==> run_1/pdn.png <==
(6 px per um) Pins as bars on the die edge.
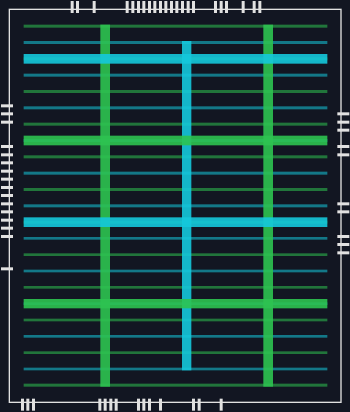
==> run_1/cell_classes.png <==
(4 px per um) Fill, decap, tap and diode cells in grey.
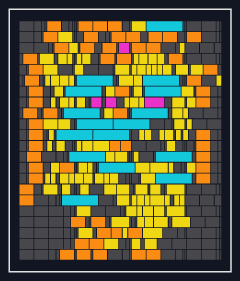
==> run_1/clock_map.png <==
(8 px per um)
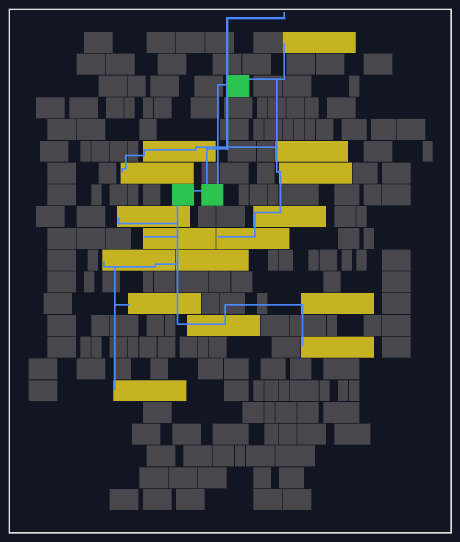
==> config.mk <==
export PLATFORM = sky130hd
export DESIGN_NAME = reg_bank_write_arbiter_flat
export DESIGN_NICKNAME = d
export VERILOG_FILES = /design/src/rtl/reg_bank_pkg.sv /design/src/rtl/reg_bank_write_arbiter_if.sv /design/src/rtl/reg_bank_write_arbiter_rr_select.sv /design/src/rtl/reg_bank_write_arbiter.sv /design/src/flat_wrapper.sv
export SDC_FILE = /design/constraint.sdc
export NUM_CORES = 1
export LEC_CHECK = 0
export CAP_MARGIN = 15
export CORE_ASPECT_RATIO = 1.2
export CORE_MARGIN = 2
export CORE_UTILIZATION = 40
export DETAILED_ROUTE_END_ITERATION = 6
export PLACE_DENSITY = 0.83
export SLEW_MARGIN = 30
export SYNTH_ARGS = -nofsm -noshare
export SYNTH_HDL_FRONTEND = slang
export SYNTH_HIERARCHICAL = 1
export SYNTH_SLANG_ARGS = --single-unit
==> constraint.sdc <==
create_clock -name clk -period 3.05 [get_ports clk]
set_input_delay 0.4575 -clock clk [delete_from_list [all_inputs] [get_ports clk]]
set_output_delay 0.4575 -clock clk [all_outputs]
set_load 0.02 [all_outputs]
==> CHANGELOG.md, run 1 <==
## Flow update

* 1st-pass router iterations at 5
* Yosys stat area at 1250 um^2
* Syn Inst Count at 144
* Aggregate global-route resource usage at 17.8%
* Distinct cells, synth at 40
* Ranking of synthesized cells by area: dfrtp_1 32%, mux2i_1 11%, a31oi_1 5.5%
* Simple-Gate Area Share at 31.3%
* Log Warnings at 31
* Core Density at Floorplan at 41.3%
* Bufs and invs on worst path at 2
* Status: finished clean
* Post_cts resized at 0
* Fin cells at 233
* Vias at 1,205
* Post-synth EDFFs at 0
* Area Growth Syn to Fin at 47.3%
* Critical path, cell by cell: inv_1 > nor2_1 > and3b_1 > clkdlybuf4s50_1
* Largest net degree at the start of global routing at 17
* Synth top area share at 32.0%
* Hold Crit Class: reg2reg
* Worst slew pin tran at 0.642 ns
* Crit path required time at 2.59 ns
* Cell depth of the worst setup path at 4
* Period utilization at 90.9%
* Worst hold path depth at 1
* Fillers at 269
* Xor+xnor area frac at 0%
* Residual DRC at 0
* Yosys warnings at 6
Notes on pdn.png above:
net	colour
VSS	green
VDD	cyan
met1 rails	23
signal pins	62
met5 straps	4
chip height: 65.3 um
DIE WIDTH: 55.1 um

Notes on cell_classes.png above:
class	colour	cells	share of their area
flip-flops	cyan	16	22%
all other logic	yellow	117	43%
other buffers and delay cells	orange	60	33%
clock drivers and dummy loads	magenta	4	2.0%
CORE AREA: 3030 um^2
Design Area, Final: 1840 um^2
flop share of the area: 21.7%

Notes on clock_map.png above:
[flip-flops] yellow | count: 16
[clock wires] blue | length: 193 um
[cells driving clock nets] green | count: 3
routed clock nets	4
Clk Latency, worst-skew pair: 0.28 ns
Clock Skews: 0.00489 ns
clock group share of total power: 7.1%

[run 1: area by class of cell]
| type | count | share of cell area, % |
|---|---|---|
| Inverter | 5 | 1.02 |
| Sequential cell | 16 | 21.7 |
| Clock buffer | 4 | 1.97 |
| Tap cell | 36 | 2.44 |
| Timing Repair Buffer | 60 | 32.2 |
| Multi-Input combinational cell | 112 | 40.7 |
[run 1: where the power goes]
part | switching (uW) | internal (uW) | total, uW | leakage (uW)
clock | 66.2 | 72.6 | 139 | 0.0000210
sequential | 98.2 | 330 | 428 | 0.000187
combinational | 722 | 670 | 1390 | 0.000552
total | 886 | 1070 | 1960 | 0.000760
[run 1: routing by layer]
layer | GRT usage [%] | routed length, um
met1 | 18.7 | 1130
met2 | 34.8 | 1700
met3 | 2.05 | 162
met4 | 5.49 | 29
met5 | 0 | 0
==> run_1/final_placement.png <==
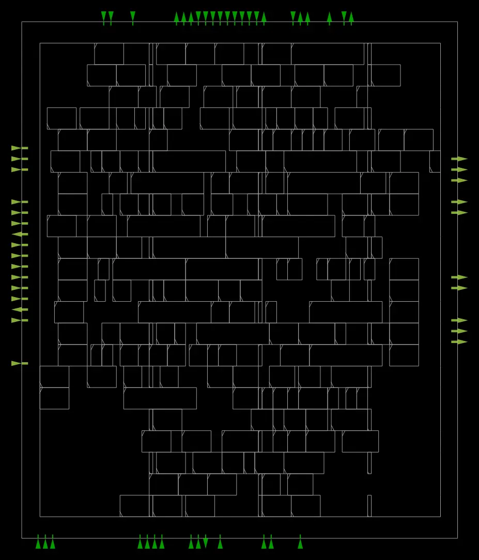

==> run 2: changes to the inputs <==
- CORE_UTILIZATION: 40 -> 36
- PLACE_DENSITY: 0.83 -> 0.79
- clock period: 3.05 -> 2.3 ns (I/O delays scaled with it)
==> run_2/final_placement.png <==
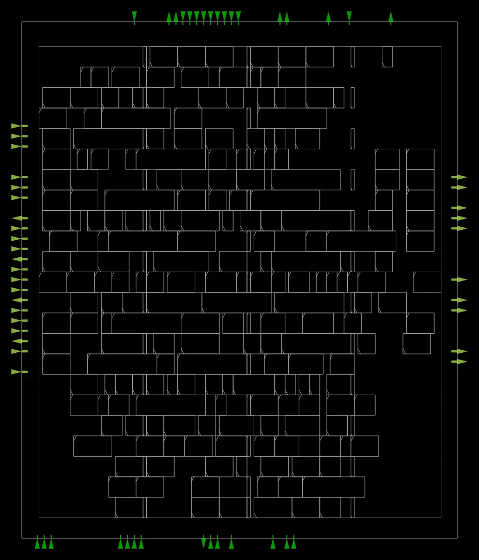
fin cells: 254
flop count: 16
Fillers: 276
flop share of the area: 18.9%
# rows: 23

==> run_2/cell_classes.png <==
(4 px per um) Fill, decap, tap and diode cells in grey.
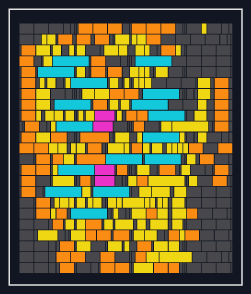
class	colour	cells	share of their area
flip-flops	cyan	16	19%
clock drivers and dummy loads	magenta	4	2.7%
other buffers and delay cells	orange	79	37%
all other logic	yellow	118	41%
Core Util, Final: 63.4%
Design Area, Final: 2120 um^2
CORE AREA: 3340 um^2

==> run 2 against run 1 <==
  * Total power rose by 70%
  * Worst setup slack got worse by 0.18 ns
  * Routed wire length rose by 5.2%
  * Count of clock-buffer cells in the layout did not move
  * Clock power rose by 74%
  * Critical endpoint is now u_core/win_data[7]
  * Largest power group unchanged
==> CHANGELOG.md, run 2 <==
## Flow update

* Yosys stat area at 1250 um^2
* Combinational share of power at 76.2%
* Xor+xnor area frac at 0%
* Hold Crit Class: in2async
* Yosys warnings at 6
* Flop pwr share at 16.5%
* Synth top area share at 32.0%
* Status: finished clean
* Clock group share of total power at 7.3%
* Vias at 1,261
* Gr busiest metal: met2
* Largest net degree at the start of global routing at 17
* Simple-Gate Area Share at 31.3%
* Combinational logic power at 2530 uW
* Post_cts resized at 1
* Log Warnings at 32
* Syn Inst Count at 144
* Grt met1 use at 17.4%
* Post-synth EDFFs at 0
* Clk Latency, worst-skew pair at 0.24 ns
* 1st-pass router iterations at 4
* Distinct cells, synth at 40
* Ranking of synthesized cells by area: dfrtp_1 32%, mux2i_1 11%, a31oi_1 5.5%
* Aggregate global-route resource usage at 16.1%
* GR Util met3 at 3.54%
* Period utilization at 96.0%
* Clock sinks at 16
* Area Growth Syn to Fin at 69.2%
* Clock Skews at 0.00565 ns
* Worst slew pin tran at 0.605 ns
* Leak at 0.000880 uW
* Core Density at Floorplan at 37.5%
* Hold-fix buffers, CTS at 0
* Crit path required time at 2.47 ns
* DIE WIDTH at 57.8 um
* Top pwr grp: combinational logic
* Avg Vias per Cell at 4.96
* Sequential cell power at 547 uW
* Internal power at 1980 uW
[run 2: cell counts after synthesis]
No cell type changed its count.
[run 2: cell type report]
type / instances / area, um^2
tap: 37 / 46.3
sequential: 16 / 400
clock buffer: 4 / 55.1
inverter: 5 / 18.8
multi-input combinational: 113 / 821
fill: 276 / 1220
timing repair buffer: 79 / 776
[run 2: routing by layer]
layer  up-vias  wire length (um)
met5         -                 0
met4         0                 8
met3         2               177
met2        44              1690
met1       571              1310
li1        644                 -
[run 2: critical path: stages, from the launching register on]
cell,delay [ns]
dfrtp_1,0.42
ha_4,0.29
o211ai_1,0.25
buf_4,0.17
a311oi_2,0.08
o32a_1,0.26
buf_6,0.17
buf_4,0.13
or2_0,0.19
a31oi_1,0.16
No activity file was given, so power comes from the tool's default toggle rates.
